### A small window of the routed layout

Region (27, 55) to (57, 85) um. Cells in grey, sequential cells in the stronger grey; small squares are vias.
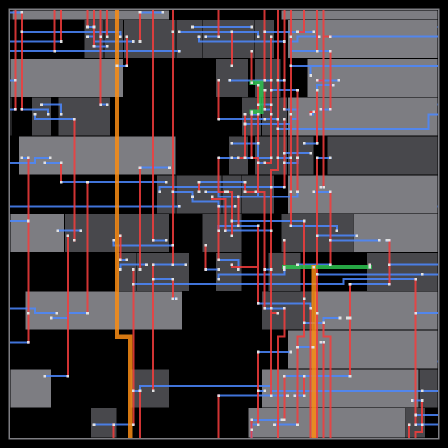
### Routed metal, one colour a layer

Drawn at 4 px/um. Only two layers are drawn.
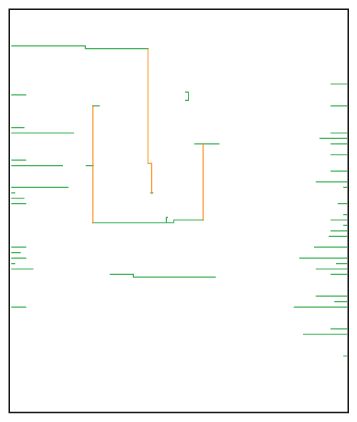
### Logic cells by family

Drawn at 4 px/um.
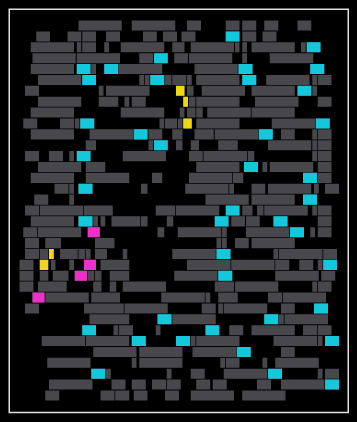
## src/rtl/lc3_decode_pkg.sv

```systemverilog
// +----------------------------------------------------------------------------+
// | lc3_decode_pkg: opcodes, control-field enums and the LC3 decode function  |
// | Optional macro: LC3_DECODE_ILLEGAL_FLAG_EN adds the per-entry illegal bit. |
// | Revision: 1.0                                                              |
// +----------------------------------------------------------------------------+
`default_nettype none

package lc3_decode_pkg;

  localparam logic [3:0] OP_BR   = 4'b0000;
  localparam logic [3:0] OP_ADD  = 4'b0001;
  localparam logic [3:0] OP_LD   = 4'b0010;
  localparam logic [3:0] OP_ST   = 4'b0011;
  localparam logic [3:0] OP_JSR  = 4'b0100;
  localparam logic [3:0] OP_AND  = 4'b0101;
  localparam logic [3:0] OP_LDR  = 4'b0110;
  localparam logic [3:0] OP_STR  = 4'b0111;
  localparam logic [3:0] OP_RTI  = 4'b1000;
  localparam logic [3:0] OP_NOT  = 4'b1001;
  localparam logic [3:0] OP_LDI  = 4'b1010;
  localparam logic [3:0] OP_STI  = 4'b1011;
  localparam logic [3:0] OP_JMP  = 4'b1100;
  localparam logic [3:0] OP_RES  = 4'b1101;
  localparam logic [3:0] OP_LEA  = 4'b1110;
  localparam logic [3:0] OP_TRAP = 4'b1111;

  typedef enum logic [1:0] {ALU_ADD = 2'd0, ALU_AND = 2'd1, ALU_NOT = 2'd2} alu_e;
  typedef enum logic [1:0] {PC1_NONE = 2'd0, PC1_OFF9 = 2'd1, PC1_OFF6 = 2'd2, PC1_BASE = 2'd3} pcsel1_e;
  typedef enum logic [1:0] {WSEL_ALU = 2'd0, WSEL_PC = 2'd1, WSEL_MEM = 2'd2} wsel_e;

  typedef struct packed {
    alu_e    alu;
    pcsel1_e pcsel1;
    logic    pcsel2;
    logic    op2sel;
  } ectrl_t;

  typedef struct packed {
    ectrl_t e;
    wsel_e  w;
    logic   mem;
`ifdef LC3_DECODE_ILLEGAL_FLAG_EN
    logic   illegal;
`endif
  } dec_ctrl_t;

  function automatic dec_ctrl_t decode_ir(input logic [15:0] ir);
    dec_ctrl_t d;
    logic      unused_ir;
    unused_ir = ^{ir[11:6], ir[4:0]};
    d = '0;
    case (ir[15:12])
      OP_ADD: begin d.e.alu = ALU_ADD; d.e.op2sel = ~ir[5]; end
      OP_AND: begin d.e.alu = ALU_AND; d.e.op2sel = ~ir[5]; end
      OP_NOT: d.e.alu = ALU_NOT;
      OP_BR, OP_ST, OP_STI: begin d.e.pcsel1 = PC1_OFF9; d.e.pcsel2 = 1'b1; end
      OP_JMP: d.e.pcsel1 = PC1_BASE;
      OP_LD, OP_LDI: begin d.e.pcsel1 = PC1_OFF9; d.e.pcsel2 = 1'b1; d.w = WSEL_MEM; end
      OP_LDR: begin d.e.pcsel1 = PC1_OFF6; d.w = WSEL_MEM; end
      OP_LEA: begin d.e.pcsel1 = PC1_OFF9; d.e.pcsel2 = 1'b1; d.w = WSEL_PC; end
      OP_STR: d.e.pcsel1 = PC1_OFF6;
`ifdef LC3_DECODE_ILLEGAL_FLAG_EN
      default: d.illegal = 1'b1;
`else
      default: ;
`endif
    endcase
    // Only the indirect forms need the second memory access.
    d.mem = (ir[15:12] == OP_LDI) || (ir[15:12] == OP_STI);
    return d;
  endfunction

endpackage

`default_nettype wire

```

## src/rtl/lc3_decode_fifo.sv

```systemverilog
// +----------------------------------------------------------------------------+
// | lc3_decode_fifo: DEPTH-entry synchronous FIFO of an arbitrary entry type,  |
// | with synchronous active-low reset and synchronous flush.                   |
// | Revision: 1.0                                                              |
// +----------------------------------------------------------------------------+
`default_nettype none

module lc3_decode_fifo #(
  parameter int  DEPTH   = 2,
  parameter type T_ENTRY = logic [7:0],
  localparam int CNT_W   = $clog2(DEPTH + 1),
  localparam int PTR_W   = (DEPTH > 1) ? $clog2(DEPTH) : 1
) (
  input  logic             clock,
  input  logic             reset,
  input  logic             flush,
  input  logic             push,
  input  T_ENTRY           din,
  input  logic             pop,
  output T_ENTRY           dout,
  output logic [CNT_W-1:0] count
);

  T_ENTRY           r_mem [DEPTH];
  logic [PTR_W-1:0] r_wr_ptr;
  logic [PTR_W-1:0] r_rd_ptr;
  logic [CNT_W-1:0] r_count;
  logic             w_push;
  logic             w_pop;

  function automatic logic [PTR_W-1:0] ptr_inc(input logic [PTR_W-1:0] p);
    return (p == PTR_W'(DEPTH - 1)) ? '0 : p + PTR_W'(1);
  endfunction

  assign w_push = push && (r_count < CNT_W'(DEPTH));
  assign w_pop  = pop && (r_count != '0);

  always_ff @(posedge clock) begin
    if (w_push) r_mem[r_wr_ptr] <= din;
  end

  // Flush shares the reset path: a coincident pop is consumed simply because
  // everything it left behind is discarded too.
  always_ff @(posedge clock) begin
    if (!reset || flush) begin
      r_wr_ptr <= '0;
      r_rd_ptr <= '0;
      r_count  <= '0;
    end else begin
      if (w_push) r_wr_ptr <= ptr_inc(r_wr_ptr);
      if (w_pop)  r_rd_ptr <= ptr_inc(r_rd_ptr);
      case ({w_push, w_pop})
        2'b10:   r_count <= r_count + CNT_W'(1);
        2'b01:   r_count <= r_count - CNT_W'(1);
        default: r_count <= r_count;
      endcase
    end
  end

  assign dout  = r_mem[r_rd_ptr];
  assign count = r_count;

endmodule

`default_nettype wire

```

## src/rtl/lc3_decode_pipe.sv

```systemverilog
// +----------------------------------------------------------------------------+
// | lc3_decode_pipe: LC3 decode stage with a DEPTH-entry output buffer.       |
// | Optional macro: LC3_DECODE_ILLEGAL_FLAG_EN adds output port illegal_op.    |
// | Revision: 1.0                                                              |
// +----------------------------------------------------------------------------+
`default_nettype none

module lc3_decode_pipe
  import lc3_decode_pkg::*;
#(
  parameter int DATA_W   = 16,
  parameter int DEPTH    = 2,
  parameter int E_CTRL_W = 6,
  parameter int W_CTRL_W = 2
) (
  input  logic                clock,
  input  logic                reset,
  input  logic                in_valid,
  output logic                in_ready,
  input  logic [DATA_W-1:0]   IR_in,
  input  logic [DATA_W-1:0]   npc_in,
  input  logic                flush,
  output logic                out_valid,
  input  logic                out_ready,
  output logic [DATA_W-1:0]   IR,
  output logic [DATA_W-1:0]   npc_out,
  output logic [E_CTRL_W-1:0] E_control,
  output logic [W_CTRL_W-1:0] W_control,
  output logic                Mem_control
`ifdef LC3_DECODE_ILLEGAL_FLAG_EN
  ,
  output logic                illegal_op
`endif
);

  localparam int CNT_W = $clog2(DEPTH + 1);

  typedef struct packed {
    logic [DATA_W-1:0] ir;
    logic [DATA_W-1:0] npc;
    dec_ctrl_t         ctrl;
  } entry_t;

  entry_t           w_in_entry;
  entry_t           w_head;
  logic [CNT_W-1:0] w_count;
  logic             w_push;
  logic             w_pop;

  always_comb begin
    w_in_entry      = '0;
    w_in_entry.ir   = IR_in;
    w_in_entry.npc  = npc_in;
    w_in_entry.ctrl = decode_ir(IR_in[15:0]);
  end

  assign in_ready  = reset && (w_count < CNT_W'(DEPTH));
  assign out_valid = (w_count != '0);
  assign w_push    = in_valid && in_ready;
  assign w_pop     = out_valid && out_ready;

  lc3_decode_fifo #(
    .DEPTH   (DEPTH),
    .T_ENTRY (entry_t)
  ) u_fifo (
    .clock (clock),
    .reset (reset),
    .flush (flush),
    .push  (w_push),
    .din   (w_in_entry),
    .pop   (w_pop),
    .dout  (w_head),
    .count (w_count)
  );

  // Storage is not reset, so every head field is masked while the buffer is empty.
  assign IR          = out_valid ? w_head.ir       : '0;
  assign npc_out     = out_valid ? w_head.npc      : '0;
  assign E_control   = out_valid ? w_head.ctrl.e   : '0;
  assign W_control   = out_valid ? w_head.ctrl.w   : '0;
  assign Mem_control = out_valid ? w_head.ctrl.mem : 1'b0;
`ifdef LC3_DECODE_ILLEGAL_FLAG_EN
  assign illegal_op  = out_valid ? w_head.ctrl.illegal : 1'b0;
`endif

endmodule

`default_nettype wire

```

## config.mk

```make
export PLATFORM = sky130hd
export DESIGN_NAME = lc3_decode_pipe
export DESIGN_NICKNAME = d
export VERILOG_FILES = /design/src/rtl/lc3_decode_pkg.sv /design/src/rtl/lc3_decode_fifo.sv /design/src/rtl/lc3_decode_pipe.sv
export SDC_FILE = /design/constraint.sdc
export NUM_CORES = 1
export LEC_CHECK = 0
export CORE_ASPECT_RATIO = 1.2
export CORE_MARGIN = 2
export CORE_UTILIZATION = 44
export CTS_CLUSTER_DIAMETER = 60
export DETAILED_ROUTE_END_ITERATION = 7
export GPL_TIMING_DRIVEN = 0
export PLACE_DENSITY_LB_ADDON = 0.2
export SLEW_MARGIN = 30
export SYNTH_ARGS = -nofsm -noshare
export SYNTH_HDL_FRONTEND = slang
export SYNTH_SLANG_ARGS = --single-unit
```

## constraint.sdc

```tcl
create_clock -name clock -period 2.7 [get_ports clock]
set_input_delay 0.27 -clock clock [delete_from_list [all_inputs] [get_ports clock]]
set_output_delay 0.27 -clock clock [all_outputs]
set_load 0.02 [all_outputs]
```

==> run notes <==
fresh numbers from the pnr run: Finish-stage setup viols 0, Post-Synthesis Cell Area approximately 3400 um^2, Finished Core Util between 50% and 60%, Detailed Route WL roughly 6000 um, CLK BUF 10, comb. cell area approximately 800 um^2, main logic family after synthesis multiplexers, DIE AREA 8475 um^2, # resized after CTS 0, achievable frequency ~0.44 GHz, GRT Residual Overflow 0, final hold vios 0, first-pass GRT wire length 9377 um, total chip power between 2 and 3 mW, Root Buffer clkbuf_8, PortBufs 79, Max power group sequential cells, Adder Area Share less than 1%, cts hold-fix bufs 0, outcome complete, no violations, Lkg Pwr roughly 1.5 nW, final net count around 350, dpl ws 0.7088 ns, via count 1,989, largest net degree at the start of global routing 42, Biggest Area Class sequential cells, Bufs on Longest Clock Path 2, XOR Share, Synth about 1%, kind of critical path reg2out, H-tree depth 3, Crit. path cell count 4, FF/Latch Area approximately 2600 um^2, hold_ws ~0.51 ns, top cells by area edfxtp_1 72%, mux2i_1 12%, nor2_1 5.5%, share of layout cells above drive strength 1 roughly 8.3%, final-layout clock-cell area share around 4.1%, worst hold path class in2reg, Req. time, crit path roughly 2.4 ns, gpl congestion between 0.7 and 0.8, met3 Use GR 3.372%, buffering overhead 19.66%, post-route cell area 4571 um^2, multi-input gate count approximately 120, yosys warns 0, vias in the first global route 1,991, endpoint type of the worst setup path output port, Worst Max-Slew Pin Slew approximately 0.58 ns, Inserted Diodes 0, CTS tree built, Unique cell types 20, Largest Register u_fifo.r_mem, Critical Path Source u_fifo.count[1]$_SDFFE_PP0P_, yosys cell count around 220, die height approximately 100 um, Pre-Place Util approximately 45%, fill count 601, worst setup margin between 0.4 and 0.5 ns, Int Pwr 2.067 mW, cycle use final 84.73%, drt drc 0, Final min period approximately 2.3 ns, combinational share of cell area 17.44%
Back to the opening pictures, 'A small window of the routed layout':
colour	layer
blue	met1
orange	met4
red	met2
green	met3
sequential cells in the window	12
most frequent	edfxtp_1 (12), nor2_1 (8)
cells with their middle in the window	45
netlist names of flops here include	u_fifo.r_mem (12)

Back to the opening pictures, 'Routed metal, one colour a layer':
colour	layer	wire length
green	met3	309 um
orange	met4	85.2 um

Back to the opening pictures, 'Logic cells by family':
colour	family	cells
magenta	XOR/XNOR gates	4
cyan	multiplexers	41
yellow	NAND gates	5

[cells in the final DEF, fill, tap and decap left out, types with 2 or more instances in the layout]
cell type | netlist | layout
buf_4 | 3 | 3
mux2i_1 | 41 | 41
xor2_1 | 2 | 2
buf_2 | 6 | 6
inv_1 | 3 | 3
nand2_1 | 2 | 2
buf_16 | 0 | 2
a21oi_1 | 4 | 4
clkinv_1 | 0 | 2
xnor2_1 | 2 | 2
edfxtp_1 | 82 | 82
o21ai_0 | 4 | 4
dfxtp_1 | 5 | 5
nor2_1 | 50 | 49
clkdlybuf4s50_1 | 0 | 79
clkbuf_8 | 0 | 9
nor2b_1 | 4 | 4
nor4b_1 | 2 | 2
nand2b_1 | 3 | 3
No activity file was given, so power comes from the tool's default toggle rates.
